<file path="config.mk">
export PLATFORM = sky130hd
export DESIGN_NAME = beam_scan_controller_flat
export DESIGN_NICKNAME = d
export VERILOG_FILES = /design/src/rtl/beam_pkg.sv /design/src/rtl/beam_scan_controller_if.sv /design/src/rtl/beam_scan_controller_sad_accumulator.sv /design/src/rtl/beam_scan_controller.sv /design/src/flat_wrapper.sv
export SDC_FILE = /design/constraint.sdc
export NUM_CORES = 1
export LEC_CHECK = 0
export ABC_AREA = 1
export CORE_MARGIN = 2
export CORE_UTILIZATION = 45
export CTS_CLUSTER_DIAMETER = 60
export DETAILED_ROUTE_END_ITERATION = 7
export MAX_ROUTING_LAYER = met4
export PLACE_DENSITY = 0.66
export SLEW_MARGIN = 20
export SYNTH_ARGS = -nofsm -noshare
export SYNTH_HDL_FRONTEND = slang
export SYNTH_SLANG_ARGS = --single-unit
</file>
<file path="constraint.sdc">
create_clock -name clk -period 7.4 [get_ports clk]
set_input_delay 1.11 -clock clk [delete_from_list [all_inputs] [get_ports clk]]
set_output_delay 1.11 -clock clk [all_outputs]
set_load 0.01 [all_outputs]
</file>
<file path="src/rtl/beam_pkg.sv">
// beam_pkg: shared defaults and types for the beam-scan controller slice.
//   - Default widths/sizes for the sample buffers, lag scan and SAD accumulator.
//   - beam_state_e: controller state encoding, also exported on state_o.
//   - ACC_INIT: all-ones seed for the running minimum (truncated at use).
//   - lag_to_led(): one-hot bucket decode used when BEAM_LED_DECODE_EN is defined.
package beam_pkg;

  localparam int DATA_WIDTH_DEF = 16;
  localparam int WINDOW_DEF     = 30;
  localparam int NUM_LAGS_DEF   = 60;
  localparam int ACC_WIDTH_DEF  = 22;
  localparam int ADDR_WIDTH_DEF = 7;
  localparam int LAG_WIDTH      = 6;

  typedef enum logic [2:0] {
    ST_IDLE    = 3'd0,
    ST_CAPTURE = 3'd1,
    ST_SCAN    = 3'd2,
    ST_FLUSH   = 3'd3,
    ST_DONE    = 3'd4
  } beam_state_e;

  // Wider than any accumulator; users cast it down, which keeps it all-ones.
  localparam logic [63:0] ACC_INIT = '1;

  // Map a lag onto one of eight equal buckets and return it one-hot.
  function automatic logic [7:0] lag_to_led(input logic [LAG_WIDTH-1:0] lag,
                                            input int num_lags);
    int bucket;
    bucket = (int'(lag) * 8) / num_lags;
    if (bucket > 7) bucket = 7;
    return 8'(1) << bucket;
  endfunction

endpackage

</file>
<file path="src/rtl/beam_scan_controller_if.sv">
// beam_buf_if: port bundle between the controller and the external left/right
// sample buffers.
//   master (controller): drives write enables, shared write address, read
//                        strobe and both read addresses; receives read data.
//   slave  (buffers):    the mirror image.
// Read data is expected one cycle after rd_en, from the addresses presented
// in the rd_en cycle. Writes take effect on the clock edge ending the cycle
// in which the enable is high.
interface beam_buf_if
  import beam_pkg::*;
#(
  parameter int ADDR_WIDTH = ADDR_WIDTH_DEF,
  parameter int DATA_WIDTH = DATA_WIDTH_DEF
);

  logic                  left_wr_en;
  logic                  right_wr_en;
  logic [ADDR_WIDTH-1:0] wr_addr;
  logic                  rd_en;
  logic [ADDR_WIDTH-1:0] left_rd_addr;
  logic [ADDR_WIDTH-1:0] right_rd_addr;
  logic [DATA_WIDTH-1:0] left_rd_data;
  logic [DATA_WIDTH-1:0] right_rd_data;

  modport master (
    output left_wr_en, right_wr_en, wr_addr, rd_en, left_rd_addr, right_rd_addr,
    input  left_rd_data, right_rd_data
  );

  modport slave (
    input  left_wr_en, right_wr_en, wr_addr, rd_en, left_rd_addr, right_rd_addr,
    output left_rd_data, right_rd_data
  );

endinterface

</file>
<file path="src/rtl/beam_scan_controller_sad_accumulator.sv">
// sad_accumulator: absolute-difference accumulate and running-minimum search.
//   clk, reset     : clock, asynchronous active-high reset
//   clear_i        : reseed the minimum to all-ones (new job starting)
//   valid_i        : left_i/right_i carry buffer read data this cycle
//   first_i/last_i : this sample opens / closes the current lag's window
//   lag_i          : lag index the sample belongs to
//   left_i/right_i : signed samples
//   best_lag_o     : lag of the smallest SAD so far
//   best_sad_o     : smallest SAD so far
// The best_* outputs show the next-state values, so a compare landing on a
// clock edge is visible to a register loading on that same edge.
module sad_accumulator
  import beam_pkg::*;
#(
  parameter int DATA_WIDTH = DATA_WIDTH_DEF,
  parameter int ACC_WIDTH  = ACC_WIDTH_DEF
) (
  input  logic                  clk,
  input  logic                  reset,
  input  logic                  clear_i,
  input  logic                  valid_i,
  input  logic                  first_i,
  input  logic                  last_i,
  input  logic [LAG_WIDTH-1:0]  lag_i,
  input  logic [DATA_WIDTH-1:0] left_i,
  input  logic [DATA_WIDTH-1:0] right_i,
  output logic [LAG_WIDTH-1:0]  best_lag_o,
  output logic [ACC_WIDTH-1:0]  best_sad_o
);

  logic signed [DATA_WIDTH:0] diff;
  logic        [DATA_WIDTH:0] mag;
  logic        [ACC_WIDTH-1:0] abs_ext;

  logic [ACC_WIDTH-1:0] acc_q, acc_d;
  logic [ACC_WIDTH-1:0] min_q, min_d;
  logic [LAG_WIDTH-1:0] best_lag_q, best_lag_d;
  logic [LAG_WIDTH-1:0] cmp_lag_q, cmp_lag_d;
  logic                 cmp_pend_q, cmp_pend_d;

  // One extra bit so the full signed range of the difference is exact.
  always_comb begin
    diff    = $signed({left_i[DATA_WIDTH-1], left_i}) -
              $signed({right_i[DATA_WIDTH-1], right_i});
    mag     = diff[DATA_WIDTH] ? DATA_WIDTH'(1'b0) - diff : diff;
    abs_ext = ACC_WIDTH'(mag);
  end

  always_comb begin
    acc_d      = acc_q;
    min_d      = min_q;
    best_lag_d = best_lag_q;
    cmp_lag_d  = cmp_lag_q;
    cmp_pend_d = 1'b0;

    if (valid_i) begin
      acc_d = first_i ? abs_ext : acc_q + abs_ext;
    end

    // The compare runs one cycle after a lag's last sample is folded in.
    if (valid_i && last_i) begin
      cmp_pend_d = 1'b1;
      cmp_lag_d  = lag_i;
    end

    // Strict less-than: on a tie the earlier lag keeps the win.
    if (cmp_pend_q && (acc_q < min_q)) begin
      min_d      = acc_q;
      best_lag_d = cmp_lag_q;
    end

    if (clear_i) begin
      min_d      = ACC_WIDTH'(ACC_INIT);
      best_lag_d = '0;
      cmp_pend_d = 1'b0;
    end
  end

  always_ff @(posedge clk or posedge reset) begin
    if (reset) begin
      acc_q      <= '0;
      min_q      <= ACC_WIDTH'(ACC_INIT);
      best_lag_q <= '0;
      cmp_lag_q  <= '0;
      cmp_pend_q <= 1'b0;
    end else begin
      acc_q      <= acc_d;
      min_q      <= min_d;
      best_lag_q <= best_lag_d;
      cmp_lag_q  <= cmp_lag_d;
      cmp_pend_q <= cmp_pend_d;
    end
  end

  assign best_lag_o = best_lag_d;
  assign best_sad_o = min_d;

endmodule

</file>
<file path="src/rtl/beam_scan_controller.sv">
// beam_scan_controller: capture + lag-scan sequencer for the two-microphone
// beam-forming SAD datapath.
//   clk, reset       : clock, asynchronous active-high reset (aborts any job)
//   start_i          : begin capture+scan; only looked at in IDLE or DONE
//   sample_valid_i   : streaming left/right sample present this cycle
//   buf_if (master)  : buffer writes during capture, reads during scan
//   busy_o           : high through CAPTURE, SCAN and FLUSH
//   done_o           : one-cycle pulse when the result is latched
//   result_valid_o   : best_lag_o/best_sad_o hold a finished result
//   best_lag_o       : winning lag 0..NUM_LAGS-1
//   best_sad_o       : SAD of the winning lag
//   state_o          : current controller state
//   led_pattern_o    : one-hot lag bucket (only with BEAM_LED_DECODE_EN)
// Handshake: start_i is accepted for one cycle in IDLE/DONE and ignored while
// busy_o is high; the job then runs to completion and signals with a single
// done_o pulse, after which result_valid_o stays high until the next accepted
// start. Buffer reads return data the cycle after rd_en.
// Optional feature macro: BEAM_LED_DECODE_EN.
module beam_scan_controller
  import beam_pkg::*;
#(
  parameter int DATA_WIDTH = DATA_WIDTH_DEF,
  parameter int WINDOW     = WINDOW_DEF,
  parameter int NUM_LAGS   = NUM_LAGS_DEF,
  parameter int ACC_WIDTH  = ACC_WIDTH_DEF,
  parameter int ADDR_WIDTH = ADDR_WIDTH_DEF
) (
  input  logic                 clk,
  input  logic                 reset,
  input  logic                 start_i,
  input  logic                 sample_valid_i,
  beam_buf_if.master           buf_if,
  output logic                 busy_o,
  output logic                 done_o,
  output logic                 result_valid_o,
  output logic [LAG_WIDTH-1:0] best_lag_o,
  output logic [ACC_WIDTH-1:0] best_sad_o,
  output beam_state_e          state_o
`ifdef BEAM_LED_DECODE_EN
  ,
  output logic [7:0]           led_pattern_o
`endif
);

  localparam int J_W = $clog2(WINDOW);

  localparam logic [ADDR_WIDTH-1:0] N_LAST  = ADDR_WIDTH'(3 * WINDOW - 1);
  localparam logic [ADDR_WIDTH-1:0] LEFT_LO = ADDR_WIDTH'(WINDOW);
  localparam logic [ADDR_WIDTH-1:0] LEFT_HI = ADDR_WIDTH'(2 * WINDOW);
  localparam logic [J_W-1:0]        J_LAST  = J_W'(WINDOW - 1);
  localparam logic [LAG_WIDTH-1:0]  L_LAST  = LAG_WIDTH'(NUM_LAGS - 1);

  beam_state_e           state_q;
  logic [ADDR_WIDTH-1:0] cnt_q;
  logic [J_W-1:0]        j_q;
  logic [LAG_WIDTH-1:0]  lag_q;
  logic                  flush_q;
  logic                  busy_q;
  logic                  done_q;
  logic                  rv_q;
  logic [LAG_WIDTH-1:0]  best_lag_q;
  logic [ACC_WIDTH-1:0]  best_sad_q;

  // Read-side tags travel one stage to line up with the returned data.
  logic                  pipe_vld_q;
  logic                  pipe_first_q;
  logic                  pipe_last_q;
  logic [LAG_WIDTH-1:0]  pipe_lag_q;

  logic                  capture;
  logic                  scan;
  logic                  start_accept;
  logic [LAG_WIDTH-1:0]  sad_best_lag;
  logic [ACC_WIDTH-1:0]  sad_best_sad;

`ifdef BEAM_LED_DECODE_EN
  logic [7:0]            led_q;
`endif

  assign capture      = (state_q == ST_CAPTURE);
  assign scan         = (state_q == ST_SCAN);
  assign start_accept = start_i && ((state_q == ST_IDLE) || (state_q == ST_DONE));

  // Write strobes follow sample_valid in the same cycle so the buffer latches
  // the streaming sample presented alongside it.
  assign buf_if.right_wr_en   = capture && sample_valid_i;
  assign buf_if.left_wr_en    = capture && sample_valid_i &&
                                (cnt_q >= LEFT_LO) && (cnt_q < LEFT_HI);
  assign buf_if.wr_addr       = capture ? cnt_q : '0;
  assign buf_if.rd_en         = scan;
  assign buf_if.left_rd_addr  = scan ? LEFT_LO + ADDR_WIDTH'(j_q) : '0;
  assign buf_if.right_rd_addr = scan ? ADDR_WIDTH'(j_q) + ADDR_WIDTH'(lag_q) : '0;

  sad_accumulator #(
    .DATA_WIDTH (DATA_WIDTH),
    .ACC_WIDTH  (ACC_WIDTH)
  ) u_sad (
    .clk        (clk),
    .reset      (reset),
    .clear_i    (start_accept),
    .valid_i    (pipe_vld_q),
    .first_i    (pipe_first_q),
    .last_i     (pipe_last_q),
    .lag_i      (pipe_lag_q),
    .left_i     (buf_if.left_rd_data),
    .right_i    (buf_if.right_rd_data),
    .best_lag_o (sad_best_lag),
    .best_sad_o (sad_best_sad)
  );

  always_ff @(posedge clk or posedge reset) begin
    if (reset) begin
      state_q      <= ST_IDLE;
      cnt_q        <= '0;
      j_q          <= '0;
      lag_q        <= '0;
      flush_q      <= 1'b0;
      busy_q       <= 1'b0;
      done_q       <= 1'b0;
      rv_q         <= 1'b0;
      best_lag_q   <= '0;
      best_sad_q   <= '0;
      pipe_vld_q   <= 1'b0;
      pipe_first_q <= 1'b0;
      pipe_last_q  <= 1'b0;
      pipe_lag_q   <= '0;
`ifdef BEAM_LED_DECODE_EN
      led_q        <= 8'h01;
`endif
    end else begin
      done_q       <= 1'b0;
      pipe_vld_q   <= scan;
      pipe_first_q <= (j_q == '0);
      pipe_last_q  <= (j_q == J_LAST);
      pipe_lag_q   <= lag_q;

      case (state_q)
        ST_IDLE, ST_DONE: begin
          if (start_i) begin
            state_q <= ST_CAPTURE;
            busy_q  <= 1'b1;
            rv_q    <= 1'b0;
            cnt_q   <= '0;
          end
        end

        ST_CAPTURE: begin
          if (sample_valid_i) begin
            if (cnt_q == N_LAST) begin
              state_q <= ST_SCAN;
              cnt_q   <= '0;
              j_q     <= '0;
              lag_q   <= '0;
            end else begin
              cnt_q <= cnt_q + 1'b1;
            end
          end
        end

        ST_SCAN: begin
          if (j_q == J_LAST) begin
            j_q <= '0;
            if (lag_q == L_LAST) begin
              state_q <= ST_FLUSH;
              lag_q   <= '0;
              flush_q <= 1'b0;
            end else begin
              lag_q <= lag_q + 1'b1;
            end
          end else begin
            j_q <= j_q + 1'b1;
          end
        end

        // Two cycles: the last lag's data is accumulated, then compared.
        // The result is taken from the accumulator's next-state view so the
        // final compare is included.
        ST_FLUSH: begin
          if (flush_q) begin
            flush_q    <= 1'b0;
            state_q    <= ST_DONE;
            busy_q     <= 1'b0;
            done_q     <= 1'b1;
            rv_q       <= 1'b1;
            best_lag_q <= sad_best_lag;
            best_sad_q <= sad_best_sad;
`ifdef BEAM_LED_DECODE_EN
            led_q      <= lag_to_led(sad_best_lag, NUM_LAGS);
`endif
          end else begin
            flush_q <= 1'b1;
          end
        end

        default: state_q <= ST_IDLE;
      endcase
    end
  end

  assign busy_o         = busy_q;
  assign done_o         = done_q;
  assign result_valid_o = rv_q;
  assign best_lag_o     = best_lag_q;
  assign best_sad_o     = best_sad_q;
  assign state_o        = state_q;
`ifdef BEAM_LED_DECODE_EN
  assign led_pattern_o  = led_q;
`endif

endmodule

</file>
<file path="src/flat_wrapper.sv">
// flat-port wrapper written by rule: the top's interface ports become plain ports
module beam_scan_controller_flat import beam_pkg::*;
#(
  parameter int DATA_WIDTH = DATA_WIDTH_DEF,
  parameter int WINDOW     = WINDOW_DEF,
  parameter int NUM_LAGS   = NUM_LAGS_DEF,
  parameter int ACC_WIDTH  = ACC_WIDTH_DEF,
  parameter int ADDR_WIDTH = ADDR_WIDTH_DEF
)
  (clk, reset, start_i, sample_valid_i, busy_o, done_o, result_valid_o, best_lag_o, best_sad_o, state_o, buf_if_left_wr_en, buf_if_right_wr_en, buf_if_wr_addr, buf_if_rd_en, buf_if_left_rd_addr, buf_if_right_rd_addr, buf_if_left_rd_data, buf_if_right_rd_data);
  beam_buf_if #(.ADDR_WIDTH(ADDR_WIDTH), .DATA_WIDTH(DATA_WIDTH)) buf_if_i ();
  input  logic clk;
  input  logic reset;
  input  logic start_i;
  input  logic sample_valid_i;
  output logic busy_o;
  output logic done_o;
  output logic result_valid_o;
  output logic [LAG_WIDTH-1:0] best_lag_o;
  output logic [ACC_WIDTH-1:0] best_sad_o;
  output beam_state_e state_o;
  output wire logic [$bits(buf_if_i.left_wr_en)-1:0] buf_if_left_wr_en;
  output wire logic [$bits(buf_if_i.right_wr_en)-1:0] buf_if_right_wr_en;
  output wire logic [$bits(buf_if_i.wr_addr)-1:0] buf_if_wr_addr;
  output wire logic [$bits(buf_if_i.rd_en)-1:0] buf_if_rd_en;
  output wire logic [$bits(buf_if_i.left_rd_addr)-1:0] buf_if_left_rd_addr;
  output wire logic [$bits(buf_if_i.right_rd_addr)-1:0] buf_if_right_rd_addr;
  input wire logic [$bits(buf_if_i.left_rd_data)-1:0] buf_if_left_rd_data;
  input wire logic [$bits(buf_if_i.right_rd_data)-1:0] buf_if_right_rd_data;
  assign buf_if_left_wr_en = buf_if_i.left_wr_en;
  assign buf_if_right_wr_en = buf_if_i.right_wr_en;
  assign buf_if_wr_addr = buf_if_i.wr_addr;
  assign buf_if_rd_en = buf_if_i.rd_en;
  assign buf_if_left_rd_addr = buf_if_i.left_rd_addr;
  assign buf_if_right_rd_addr = buf_if_i.right_rd_addr;
  assign buf_if_i.left_rd_data = buf_if_left_rd_data;
  assign buf_if_i.right_rd_data = buf_if_right_rd_data;
  beam_scan_controller #(.DATA_WIDTH(DATA_WIDTH), .WINDOW(WINDOW), .NUM_LAGS(NUM_LAGS), .ACC_WIDTH(ACC_WIDTH), .ADDR_WIDTH(ADDR_WIDTH)) u_core (.clk(clk), .reset(reset), .start_i(start_i), .sample_valid_i(sample_valid_i), .buf_if(buf_if_i), .busy_o(busy_o), .done_o(done_o), .result_valid_o(result_valid_o), .best_lag_o(best_lag_o), .best_sad_o(best_sad_o), .state_o(state_o));
endmodule
</file>
Figure 1. Gate-type map (run 1).
The bar under the picture is 50 um long.
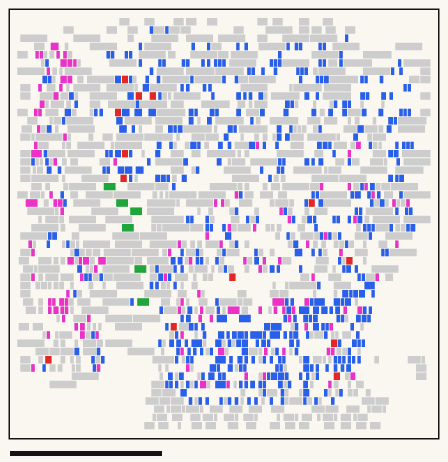
red -> and/or cells  # cells 13, most used and3_1
blue -> nand cells  # cells 473, most used nand2_1
green -> mux cells  # cells 6, most used mux2_2
magenta -> nor cells  # cells 120, most used nor2_1, where widely spread

Figure 2. A small window of the routed layout (run 1).
The bar under the picture is 10 um long. Window x 58 to 83, y 30 to 55 um. Cells in grey, sequential cells in the stronger grey; small squares are vias.
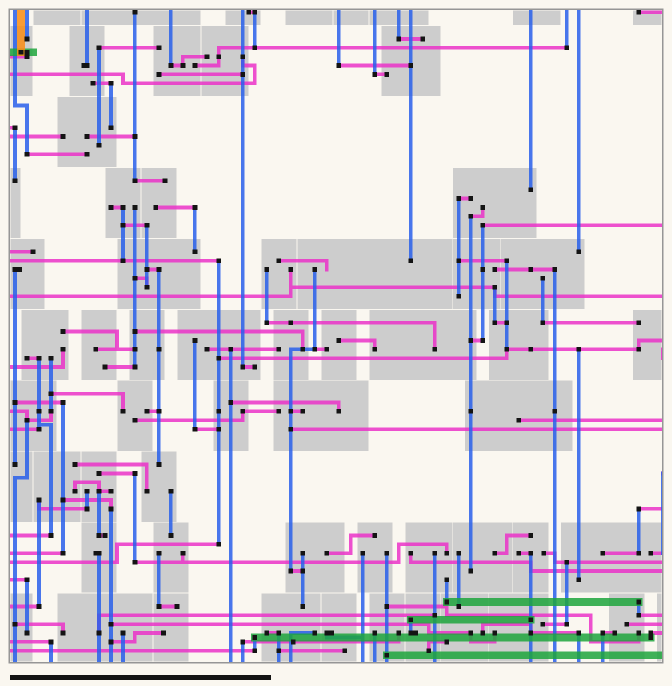
blue -> M2
green -> M3
orange -> M4
magenta -> M1
most frequent = nand2_1 (10), inv_1 (8)
cells with their middle in the window = 49
sequential cells in the window = 0

Figure 3. Cell placement (run 1).
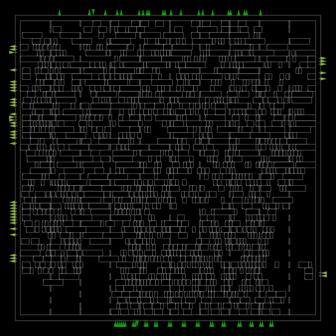
Cell Count, Final, Fillers Out: 1,509
FP Rows: 50

==> results_slide.txt, run 1 <==
Run Summary

Run status
  – Status: completed

Route
  – M1 WL: about 9300 um
  – Via count: about 7,700
  – Post-Route WL: approximately 20,000 um
  – Met3 routed WL: about 670 um
  – Top sig layer: met4
  – DRT Pass-1 Iters: 5
  – Vias per inst: roughly 5.1
  – WL met2: 9620 um
  – DR iter-0 viols: 440
  – DRC viols: 0
  – Routed WL per cell: ~13 um
  – Final ANT Viol Nets: 0

Placed design
  – Pre-CTS setup slack: 2.22 ns
  – DP HPWL: roughly 15,000 um
  – Placed Instances: 1,477
  – Gpl congestion: a little under 0.9
  – Dpl cell area: 9600 um2
  – IO buf count: 92

Finish
  – Share of layout cells above drive strength 1: 9.10%
  – Antenna fix cells: 0
  – Final Core Density: 54.6%
  – Most instantiated logic cell after routing: nand2_1
  – Post-route cell area: ~10,000 um2
  – Nets@finish: 1,372
  – Top Layout Cells: nand2_1 (329), inv_1 (164), dfrtp_1 (97)
  – Layout fillers: 1,793
  – Area Overhead vs Synth: 19.8%

Final timing
  – Worst setup margin: 2.61 ns
  – Final hold slack: 0.443 ns
  – FMAX: 209 MHz
  – Worst rel slew slack: 29.8%
  – Period minus WS final: ~4.8 ns
  – Pins over their slew limit: 0
  – Worst slew pin tran: 1.05 ns
  – Final Hold Fails: 0
  – Setup TNS: 0 ns
  – Final tally of setup violations: 0
  – Unrepaired setup endpoints after global routing: false
  – Period utilization: 64.7%
  – Clock Skew: roughly 0.012 ns

Logic synthesis
  – Top_reg_cell synth: dfrtp_1
  – Synth warn: 0
  – Synth flops: 119
  – Number of enable flip-flop cells: 0
  – Mean area per synthesized cell: 7.21 um2
  – Synthesis area per yosys: 8480 um2
  – Cell count after synthesis: 1,175
  – Largest type area fraction: 28.6%
  – Yosys cell types: 52
  – Yosys Instances: between 1,000 and 1,500
  – Top cells, area: dfrtp_1 (29%), nand2_1 (15%), ha_1 (10%), inv_1 (7.3%), dfstp_2 (6.8%)
  – Post-synth ARST share: 100%
  – Mapped Area: between 8000 and 9000 um2
  – Net count after synthesis: around 1,300
  – Synth Seq Share: 35.5%
  – Yosys top cell by area: dfrtp_1

Worst hold path
  – Worst Hold Depth: 0
  – Worst hold path endpoint: u_core.pipe_lag_q[4]$_DFF_PP0_
  – Worst Hold Class: flop to flop
  – Hold wc startpoint: u_core.lag_q[4]$_DFFE_PP0P_

Floorplan
  – Init Core Util: 45.6%
  – Ports: 94
  – Die area: 19,900 um2
  – Die Ht: 141 um
  – Core Area: roughly 19,000 um2
  – Die X: between 100 and 150 um

Job
  – OpenROAD warning count: 33
  – Max_cap viols: 0

Clock network
  – H-tree depth: 4
  – Total clock sinks: 119
  – Max Buffers Root-to-Sink: 2
  – Root buf cell: clkbuf_16
  – TritonCTS clock tree: yes
  – Num CTS Buffers: 17
  – CTS resizes: 0
  – Clk_lat worst skew: 0.42 ns
  – Post-CTS Setup Bufs: 0
  – Worst-path clk slew: 0.06 ns
  – # hold bufs at CTS: 0

GRT
  – Total GRT Usage: 21.4%
  – Vias in the first global route: 7,569
  – Initial antenna violation count: 0
  – Total gr overflow: 0
  – First-pass GRT wire length: ~34,000 um
  – Largest net degree at the start of global routing: 62

Critical path
  – Critical path peak fanout: 5
  – Cell type of the slowest stage on the worst timing path: fa_1
  – Worst reg-to-reg path cell count: 12
  – Crit-path most repeated cell: nand2_1
  – R2r endpoint: u_core.best_sad_o[0]$_DFFE_PP0P_
  – Crit start category: input pin
  – Crit end category: flop
  – Internal reg-to-reg setup slack: 3.79 ns
  – Critical setup path kind: input pin to flop
  – Worst EP arrival: roughly 5.1 ns
  – Critical Path RT: 7.70 ns
  – Origin of the critical flop-to-flop path: u_core.u_sad.min_q[3]$_DFF_PP1_
  – Crit-path max cell delay: 0.56 ns

Power
  – Max IR drop VDD: 0.201 mV
  – P_leak: 5.39 nW
  – Total power: 3.50 mW
  – Power per Cell Area: 345 nW/um2
[run 1: synthesized netlist by cell type (6+ instances only)]
cell type and n:
dfstp_2 22, ha_1 71, nand2_2 12, o21ai_0 46, inv_1 165, nor2_1 95
a31oi_1 7, and3_1 6, buf_1 6, xor2_1 6, xnor2_1 7, dfrtp_1 97
a21oi_2 6, nor3_1 13, nand3b_1 7, nand2_1 329, nand3_1 93, a21oi_1 72
nand4_1 21, nand3_2 9, clkbuf_1 15, inv_2 6, mux2_2 6
[run 1: cell families after synthesis]
family / share of synthesized area (%)
XOR/XNOR: 1.73
buffers and inverters: 9.14
AND-OR/OR-AND: 10.1
AND/OR/NAND/NOR: 31.5
flip-flops: 35.5
other: 0.0442
multiplexers: 0.797
adder cells (fa/ha/maj): 11.2
[run 1: per-layer routing]
layer	vias up	track usage, %
met5	-	-
met4	0	5.26
met3	18	3.87
met2	122	36.4
met1	3624	26.3
li1	3971	-
[run 1: critical path, delay by kind of cell]
| kind | cells | cell delay [ns] |
|---|---|---|
| compound gates | 4 | 0.73 |
| xor+xnor | 1 | 0.17 |
| fa+ha+maj | 4 | 1.30 |
| buf+inv | 4 | 0.60 |
| simple gates | 12 | 1.18 |
[run 1: worst max-delay path by stage]
stage,depth (start not counted),startpoint,to,slack (ns)
final,25,buf_if_left_rd_data[0],u_core.u_sad.acc_q[20]$_DFFE_PP0P_,2.61
after global routing,26,buf_if_left_rd_data[0],u_core.u_sad.acc_q[20]$_DFFE_PP0P_,2.00
after CTS,25,buf_if_left_rd_data[0],u_core.u_sad.acc_q[20]$_DFFE_PP0P_,2.63
after detailed placement,27,buf_if_left_rd_data[0],u_core.u_sad.acc_q[21]$_DFFE_PP0P_,2.22
after global placement,27,buf_if_left_rd_data[0],u_core.u_sad.acc_q[21]$_DFFE_PP0P_,2.27
after floorplan,24,buf_if_left_rd_data[0],u_core.u_sad.acc_q[11]$_DFFE_PP0P_,3.15
[run 1: sequential cells by signal, indices dropped and copies added, names as in the netlist, 3 cells and up]
name and cells:
u_core.j_q 5, u_core.pipe_lag_q 6, u_core.u_sad.acc_q 22, u_core.state_o 3
u_core.best_lag_o 6, u_core.best_sad_o 22, u_core.cnt_q 7, u_core.u_sad.cmp_lag_q 6
u_core.lag_q 6, u_core.u_sad.best_lag_q 6, u_core.u_sad.min_q 22
[run 1: final cells by class]
cell class                 instances  area (um2)  area share [%]
clock inverter                    14         125            1.23
sequential                       119        3010            29.6
tap                              234         293            2.88
inverter                         173         654            6.44
timing repair buffer              96         951            9.37
clock buffer                      18         429            4.23
multi-input combinational        855        4700            46.2
[run 1: power by group]
group,internal [mW],switching (mW)
registers,0.838,0.192
logic,0.704,0.989
clock network,0.463,0.314
## Run 2: what changed since run 1
--- a/config.mk
+++ b/config.mk
@@ -11,7 +11,7 @@
 export CTS_CLUSTER_DIAMETER = 60
 export DETAILED_ROUTE_END_ITERATION = 7
 export MAX_ROUTING_LAYER = met4
-export PLACE_DENSITY = 0.66
+export PLACE_DENSITY = 0.69
 export SLEW_MARGIN = 20
 export SYNTH_ARGS = -nofsm -noshare
 export SYNTH_HDL_FRONTEND = slang
==> constraint.sdc (replaced) <==
create_clock -name clk -period 4.1 [get_ports clk]
set_input_delay 0.615 -clock clk [delete_from_list [all_inputs] [get_ports clk]]
set_output_delay 0.615 -clock clk [all_outputs]
set_load 0.01 [all_outputs]
Figure 4. Cell placement (run 2).
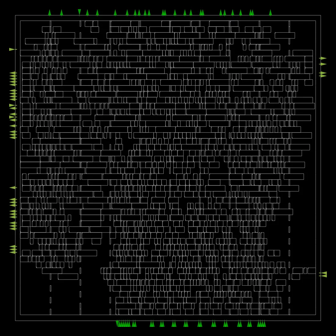
Final Core Density: 61.8%
# Taps: 234
fraction of area in registers: 26.2%
Core Area: 18,600 um2

Figure 5. Clock distribution (run 2).
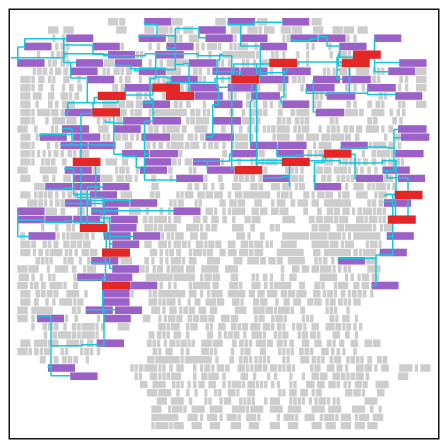
purple -> flip-flops  # count 119
red -> clock-net drivers  # count 17
cyan -> clock wires  # length 1,590 um
routed clock nets = 18

Figure 6. Gate-type map (run 2).
The bar under the picture is 50 um long.
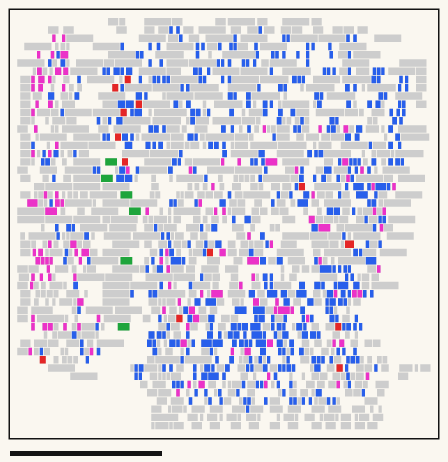
blue -> nand cells  # cells 474, most used nand2_1
red -> and/or cells  # cells 13, most used and3_1
magenta -> nor cells  # cells 120, most used nor2_1
green -> mux cells  # cells 6, most used mux2_2, where middle left

==> results_slide.txt, run 2 <==
Run Summary

Run status
  – Status: completed

Floorplan
  – Die X: 141 um (unchanged)
  – Init Core Util: 45.6% (unchanged)
  – Die area: 19,900 um2 (unchanged)
  – Ports: 94 (unchanged)
  – FP Rows: 50 (unchanged)
  – Die Ht: 141 um (unchanged)

Critical path
  – Critical Path RT: 4.39 ns (-3.31 ns)
  – Critical Path Stages: 24 (-4.0%)
  – Internal reg-to-reg setup slack: 1.37 ns (-2.42 ns)
  – Crit start category: input pin
  – Critical setup path kind: input pin to flop
  – R2r endpoint: u_core.best_sad_o[3]$_DFFE_PP0P_
  – Worst reg-to-reg path cell count: 12 (unchanged)
  – Cell type of the slowest stage on the worst timing path: fa_2
  – WP buf/inv: 5 (+1)
  – Worst Setup EP: u_core.u_sad.acc_q[21]$_DFFE_PP0P_
  – Critical path peak fanout: 6 (+1)
  – Origin of the critical flop-to-flop path: u_core.u_sad.min_q[3]$_DFF_PP1_
  – CP Launch Point: buf_if_left_rd_data[1]

Worst hold path
  – Worst Hold Class: flop to flop

Clock network
  – H-tree depth: 4 (unchanged)
  – Clk_lat worst skew: 0.42 ns (about the same)
  – Worst-path clk slew: 0.06 ns (about the same)

Finish
  – Most instantiated logic cell after routing: nand2_1
  – Nets@finish: 1,487 (+8.4%)
  – Antenna fix cells: 0 (unchanged)
  – Share of layout cells above drive strength 1: 22.4% (+13 points)
  – Cell Count, Final, Fillers Out: 1,624 (+7.6%)

Power
  – Power per Cell Area: 650 nW/um2 (+89%)
  – Total power: 7.47 mW (+110%)
  – Sw Share: 41.3% (-1.4 points)
  – Switching power: 3.09 mW (+110%)
  – Seq pwr share: 25.6% (-3.8 points)
  – P_leak: 6.03 nW (+12%)
  – Clock power frac: 19.9% (-2.3 points)

Final timing
  – Pins over their slew limit: 0 (unchanged)
  – Final tally of setup violations: 0 (unchanged)
  – Clock Skew: 0.0142 ns (+0.00261 ns)
  – Worst rel slew slack: 33.1% (+3.4 points)
  – Period utilization: between 90% and 100%
  – FMAX: about 260 MHz

Logic synthesis
  – Synthesis area per yosys: 8480 um2 (unchanged)
  – Synth Seq Share: 35.5% (unchanged)
  – Synth flops: 119 (unchanged)
  – Mean area per synthesized cell: 7.21 um2 (unchanged)
  – Commonest cells in the synthesized netlist: nand2_1 (329), inv_1 (165), dfrtp_1 (97)
  – Top cells, area: dfrtp_1 (29%), nand2_1 (15%), ha_1 (10%), inv_1 (7.3%), dfstp_2 (6.8%)
  – Synth warn: 0 (unchanged)
  – Yosys top cell by area: dfrtp_1
  – Cell count after synthesis: 1,175 (unchanged)
  – Top-count cell post-synth: nand2_1
  – Post-synth ARST share: 100% (unchanged)
  – Net count after synthesis: 1,285 (unchanged)

Route
  – DRC viols: 0 (unchanged)
  – Vias per inst: 5.04 (-1.7%)
  – Post-Route WL: 21,300 um (+7.3%)

GRT
  – Total gr overflow: 0 (unchanged)
  – First-pass GRT wire length: 36,000 um (+5.2%)

Placed design
  – IO buf count: 92 (unchanged)
  – Placed Instances: 1,582 (+7.1%)
  – Pre-CTS setup slack: -0.500 ns (-2.72 ns)
  – Gpl congestion: 0.877 (-0.49%)

Job
  – Max_cap viols: 0 (unchanged)
## run 2: worst min-delay path by stage
stage	start	end	cells after the start
4_1_cts	u_core.lag_q[5]$_DFFE_PP0P_	u_core.pipe_lag_q[5]$_DFF_PP0_	0
2_1_floorplan	u_core.lag_q[5]$_DFFE_PP0P_	u_core.pipe_lag_q[5]$_DFF_PP0_	0
3_5_place_dp	u_core.lag_q[5]$_DFFE_PP0P_	u_core.pipe_lag_q[5]$_DFF_PP0_	0
3_3_place_gp	u_core.lag_q[5]$_DFFE_PP0P_	u_core.pipe_lag_q[5]$_DFF_PP0_	0
5_1_grt	u_core.lag_q[5]$_DFFE_PP0P_	u_core.pipe_lag_q[5]$_DFF_PP0_	0
6_report	u_core.lag_q[5]$_DFFE_PP0P_	u_core.pipe_lag_q[5]$_DFF_PP0_	0
## run 2: power by group through the flow
stage,sequential [mW],combinational [mW],clock [mW]
after floorplan,1.83,2.07,0
after global placement,1.90,3.47,0
after detailed placement,1.90,3.52,0
after CTS,1.89,3.57,1.51
after global routing,1.96,4.55,1.57
final,1.91,4.07,1.49
## run 2: metrics by stage
stage          area [um2]  util (%)  TNS, ns  hold WS [ns]
6_report            11500      61.8        0         0.426
3_3_place_gp        10400      56.0    -4.37         0.416
4_1_cts             11000      59.2        0         0.432
2_1_floorplan        8480         -        0         0.368
3_5_place_dp        10400      56.0    -5.27         0.420
5_1_grt             11500      61.8        0         0.446
## run 2: per-layer routing
metal  part of all wire, %  GRT usage [%]
met1                    45           28.1
met2                    49           38.1
met3                   4.2           4.01
met4                   1.5           5.37
met5                     0              -
## run 2: final cells by class
cell class,count,area [um2]
inverter,173,654
tap,234,293
fill,1676,7090
sequential,119,3010
multi-input combinational,856,5110
timing repair buffer,210,1830
clock buffer,19,453
clock inverter,13,144
## run 2: cells by family (layout without fill, tap and decap cells)
logic type,Yosys count,in the layout,synth area share (%)
XOR/XNOR,15,15,1.73
buffers and inverters,201,415,9.14
AND-OR/OR-AND,153,153,10.1
flip-flops,119,119,35.5
AND/OR/NAND/NOR,606,607,31.5
multiplexers,6,6,0.797
adder cells (fa/ha/maj),74,74,11.2
other,1,1,0.0442
## run 2: repair_timing
item,in CTS,in global routing
gates resized,2,102
gates cloned,0,1
setup endpoints to repair,2,17
buffers inserted,0,9
hold endpoints to repair,0,0
pin swaps,0,48
hold buffers,0,0
No activity file was given, so power comes from the tool's default toggle rates.
